`config.mk`:
```
export PLATFORM = sky130hd
export DESIGN_NAME = avalon_fir_round_saturate_flat
export DESIGN_NICKNAME = d
export VERILOG_FILES = /design/src/rtl/avalon_fir_round_saturate_if.sv /design/src/rtl/avalon_fir_round_saturate.sv /design/src/flat_wrapper.sv
export SDC_FILE = /design/constraint.sdc
export NUM_CORES = 1
export LEC_CHECK = 0
export ABC_AREA = 1
export CAP_MARGIN = 5
export CELL_PAD_IN_SITES_DETAIL_PLACEMENT = 1
export CELL_PAD_IN_SITES_GLOBAL_PLACEMENT = 1
export CORE_MARGIN = 1
export CORE_UTILIZATION = 35
export DETAILED_ROUTE_END_ITERATION = 6
export PLACE_DENSITY = 0.73
export SLEW_MARGIN = 20
export SYNTH_ARGS = -nofsm -noshare
export SYNTH_HDL_FRONTEND = slang
export SYNTH_SLANG_ARGS = --single-unit
```
`constraint.sdc`:
```
create_clock -name clk -period 8.5 [get_ports clk]
set_clock_uncertainty 0.1 [all_clocks]
set_input_delay 1.7 -clock clk [delete_from_list [all_inputs] [get_ports clk]]
set_output_delay 1.7 -clock clk [all_outputs]
set_load 0.02 [all_outputs]
```
`src/rtl/avalon_fir_round_saturate_if.sv`:
```
// Avalon-ST streaming bundle: data, valid and a 2-bit error sideband.
// The producer drives through the master modport and the consumer reads through slave.
interface avalon_fir_round_saturate_if #(
    parameter int W = 12
);
    logic [W-1:0] data;
    logic         valid;
    logic [1:0]   error;

    modport master (output data, valid, error);
    modport slave  (input  data, valid, error);
endinterface

```
`src/rtl/avalon_fir_round_saturate.sv`:
```
// Reduces a wide signed FIR sample to 12-bit Avalon-ST.
// Datapath: variable arithmetic right shift, optional round-half-up, then saturation.
// Clipped samples raise error bit 0, and a sticky 16-bit counter tallies them.
// Register stages:
//   - acceptance register
//   - shift/round register
//   - saturated output register
// Each sample appears two edges after the edge that accepts it.
module avalon_fir_round_saturate #(
    parameter int IN_W      = 24,
    parameter int OUT_W     = 12,
    parameter int SHIFT_W   = 4,
    parameter int MAX_SHIFT = 12,
    parameter int ROUND     = 1
) (
    input  logic                clk,
    input  logic                reset,
    input  logic [SHIFT_W-1:0]  shift,
    input  logic                sat_clear,
    avalon_fir_round_saturate_if.slave  sink,
    avalon_fir_round_saturate_if.master source,
    output logic [15:0]         sat_count
);
    localparam int SW     = IN_W + 1;  // one guard bit so the rounding add cannot wrap
    localparam int STAGES = 2;
    localparam logic signed [SW-1:0] Q_MAX = SW'(2 ** (OUT_W - 1) - 1);
    localparam logic signed [SW-1:0] Q_MIN = SW'(-(2 ** (OUT_W - 1)));

    // vld_pipe[0]: accepted, [1]: shifted, [2]: on the source bus
    logic [STAGES:0]        vld_pipe;
    logic [IN_W-1:0]        in_data;
    logic [SHIFT_W-1:0]     in_shift;
    logic [1:0]             in_err;

    logic [SHIFT_W-1:0]     s_eff;
    logic signed [SW-1:0]   rnd;
    logic signed [SW-1:0]   sum;
    logic signed [SW-1:0]   q;
    logic signed [SW-1:0]   q_r;
    logic [1:0]             q_err;

    logic                   sat_hi;
    logic                   sat_lo;
    logic [OUT_W-1:0]       sat_data;
    logic                   sat_ev;

    logic [OUT_W-1:0]       out_data;
    logic [1:0]             out_err;

    // Capture the sample together with the shift it arrived with; the shift is frozen for its flight
    always_ff @(posedge clk or posedge reset) begin
        if (reset) begin
            vld_pipe <= '0;
            in_data  <= '0;
            in_shift <= '0;
            in_err   <= '0;
        end else begin
            vld_pipe <= {vld_pipe[STAGES-1:0], sink.valid};
            if (sink.valid) begin
                in_data  <= sink.data;
                in_shift <= shift;
                in_err   <= sink.error;
            end
        end
    end

    // Clamp the shift, add the half-LSB rounding constant, then arithmetic shift in IN_W+1 bits
    always_comb begin
        s_eff = (int'(in_shift) > MAX_SHIFT) ? SHIFT_W'(MAX_SHIFT) : in_shift;
        rnd   = '0;
        if (ROUND != 0 && s_eff != '0)
            rnd = SW'(1) << (s_eff - SHIFT_W'(1));
        sum = $signed({in_data[IN_W-1], in_data}) + rnd;
        q   = sum >>> s_eff;
    end

    // Shifted value register; holds through invalid cycles
    always_ff @(posedge clk or posedge reset) begin
        if (reset) begin
            q_r   <= '0;
            q_err <= '0;
        end else if (vld_pipe[0]) begin
            q_r   <= q;
            q_err <= in_err;
        end
    end

    // Saturate to the OUT_W signed range; an event only counts for a valid sample
    always_comb begin
        sat_hi   = (q_r > Q_MAX);
        sat_lo   = (q_r < Q_MIN);
        sat_data = sat_hi ? {1'b0, {(OUT_W-1){1'b1}}} :
                   sat_lo ? {1'b1, {(OUT_W-1){1'b0}}} : q_r[OUT_W-1:0];
        sat_ev   = vld_pipe[1] & (sat_hi | sat_lo);
    end

    // Output register; data and error hold their last valid values across gaps
    always_ff @(posedge clk or posedge reset) begin
        if (reset) begin
            out_data <= '0;
            out_err  <= '0;
        end else if (vld_pipe[1]) begin
            out_data <= sat_data;
            out_err  <= {q_err[1], q_err[0] | sat_hi | sat_lo};
        end
    end

    // Sticky event counter: a clear wins over accumulation but still counts a coincident event
    always_ff @(posedge clk or posedge reset) begin
        if (reset)
            sat_count <= '0;
        else if (sat_clear)
            sat_count <= sat_ev ? 16'd1 : 16'd0;
        else if (sat_ev && sat_count != 16'hFFFF)
            sat_count <= sat_count + 16'd1;
    end

    assign source.data  = out_data;
    assign source.valid = vld_pipe[STAGES];
    assign source.error = out_err;

endmodule

```
`src/flat_wrapper.sv`:
```
// flat-port wrapper written by rule: the top's interface ports become plain ports
module avalon_fir_round_saturate_flat 
#(
    parameter int IN_W      = 24,
    parameter int OUT_W     = 12,
    parameter int SHIFT_W   = 4,
    parameter int MAX_SHIFT = 12,
    parameter int ROUND     = 1
)
  (clk, reset, shift, sat_clear, sat_count, sink_data, sink_valid, sink_error, source_data, source_valid, source_error);
  avalon_fir_round_saturate_if #(.W(24)) sink_i ();
  avalon_fir_round_saturate_if #(.W(12)) source_i ();
  input  logic clk;
  input  logic reset;
  input  logic [SHIFT_W-1:0] shift;
  input  logic sat_clear;
  output logic [15:0] sat_count;
  input wire logic [$bits(sink_i.data)-1:0] sink_data;
  input wire logic [$bits(sink_i.valid)-1:0] sink_valid;
  input wire logic [$bits(sink_i.error)-1:0] sink_error;
  output wire logic [$bits(source_i.data)-1:0] source_data;
  output wire logic [$bits(source_i.valid)-1:0] source_valid;
  output wire logic [$bits(source_i.error)-1:0] source_error;
  assign sink_i.data = sink_data;
  assign sink_i.valid = sink_valid;
  assign sink_i.error = sink_error;
  assign source_data = source_i.data;
  assign source_valid = source_i.valid;
  assign source_error = source_i.error;
  avalon_fir_round_saturate #(.IN_W(IN_W), .OUT_W(OUT_W), .SHIFT_W(SHIFT_W), .MAX_SHIFT(MAX_SHIFT), .ROUND(ROUND)) u_core (.clk(clk), .reset(reset), .shift(shift), .sat_clear(sat_clear), .sink(sink_i), .source(source_i), .sat_count(sat_count));
endmodule
```
==> reports/results.tsv <==
metric	value	unit
cp-startpoint	u_core.in_shift[2]	
final_util	42.8	%
pwr-share-clk	31.2	%
netlist_instances	921	
crit_type	register to register	
arrival	4.39	ns
endpoint	u_core.q_r[23]	
top_layer_used	met4	
comb_area	0.00360	mm^2
finalHoldViolCount	0	
clock_net_power	0.424	mW
post-route-period-util	49.7	%
cellLeakagePower	3.53	nW
power_leader	registers	
logic_gate_count	706	
r2r-start	u_core.in_shift[2]	
yosysTopAreaCell	dfrtp_1	
slew-limit-headroom	32.5	%
fin_ws	4.28	ns
min_from	u_core.source.error[1]	
mux_area_share	3.02	%
chipArea	0.0186	mm^2
grt_overflow	0	
crit_top_cell	nand2_1	
status	completed	
drtIter0Drc	373	
regArea	0.00225	mm^2
reg_top3	u_core.q_r x25, u_core.in_data x24, u_core.sat_count x16	
clkCellAreaFrac	4.07	%
post_cts_buffers	0	
reg2reg_depth	22	
drt-met1-wl	9.74	mm
top_cell_area_share	35.6	%
syn_avg_cell_area	6.88	um^2
peakVddDrop	0.0966	mV
die_h	137	um
design_area	0.00748	mm^2
drv_cap	0	
finalSetupViolCount	0	
wl_per_cell	16.0	um
warnings	26	
critPathMaxFanout	19	
die_x	137	um
startpoint_type	register	
place_congestion	0.904	
clockBufferDepth	2	
seq-power	0.529	mW
clock-root-buffer	clkbuf_16	
cts.repair.resized	0	
topCombFamilyByArea	simple AND/OR/NAND/NOR gates	
n_clock_buffer	12	
reg2reg_slack	4.28	ns
seq_power_share	39.0	%
flops	90	
place_ws	4.35	ns
intPower	0.873	mW
biggestCellCategory	logic gates	
pin_count	65	
layout.cells.non_filler	1204	
grt_pass1_wl	33.0	mm
synth.area.top_cells	dfrtp_1 36%, nand2_1 15%, nand3_1 13%	
p_sw	0.484	mW
remaining_drc_errors	0	
fillers	2254	
crit_chain	clkinv_1 > nor2_1 > inv_1 > nor2_1 > ha_1 > nand2_1 > nand2_1 > inv_1 > o21ai_2 > nand2_1 > nand2_1 > nand2_1 > nand2_1 > nand2_2 > nand2_1 > nand2_2 > nand3_2 > nand2_1 > nand2_1 > nand2_1 > nand2_1 > a21oi_2	
hp-class	register to register	
ys_ff	90	
buf_share	8.80	%
hold_path_end	u_core.source.error[1]	
rr_endpoint	u_core.q_r[23]	
slew_violations	0	
yosysMostFrequentCell	nand2_1	
edf_count	0	
rows	48	
ys_warn_count	0	
num-nonclk-inverters	101	
placed_cells	1189	
ant_nets	0	
first_pass_iters	5	
fmax	0.237	GHz
synthArstFlopShare	100	%
ys_top_cells_by_count	248 x nand2_1, 166 x nand3_1, 91 x inv_1	
switching_share	35.7	%
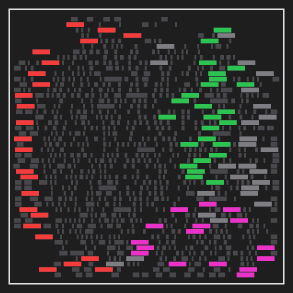
(register map, names as in the netlist)
Scale: 2 px per um. Other sequential cells in the stronger grey, the rest of the logic in the fainter grey.
legend:
  red:
    netlist_name: u_core.in_data
    flops: 24
  green:
    netlist_name: u_core.q_r
    flops: 25
  magenta:
    netlist_name: u_core.sat_count
    flops: 16

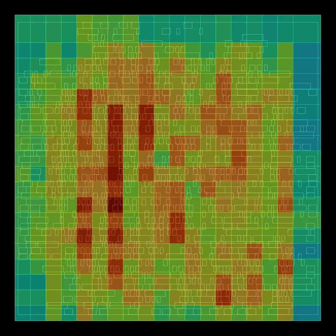
(routing congestion map)
met3 Track Usage GR: 2.11%
Total GRT Usage: 22.5%
GR peak layer: met2
M2 GR Usage: 36.7%

Power and IR drop assume default switching activity.
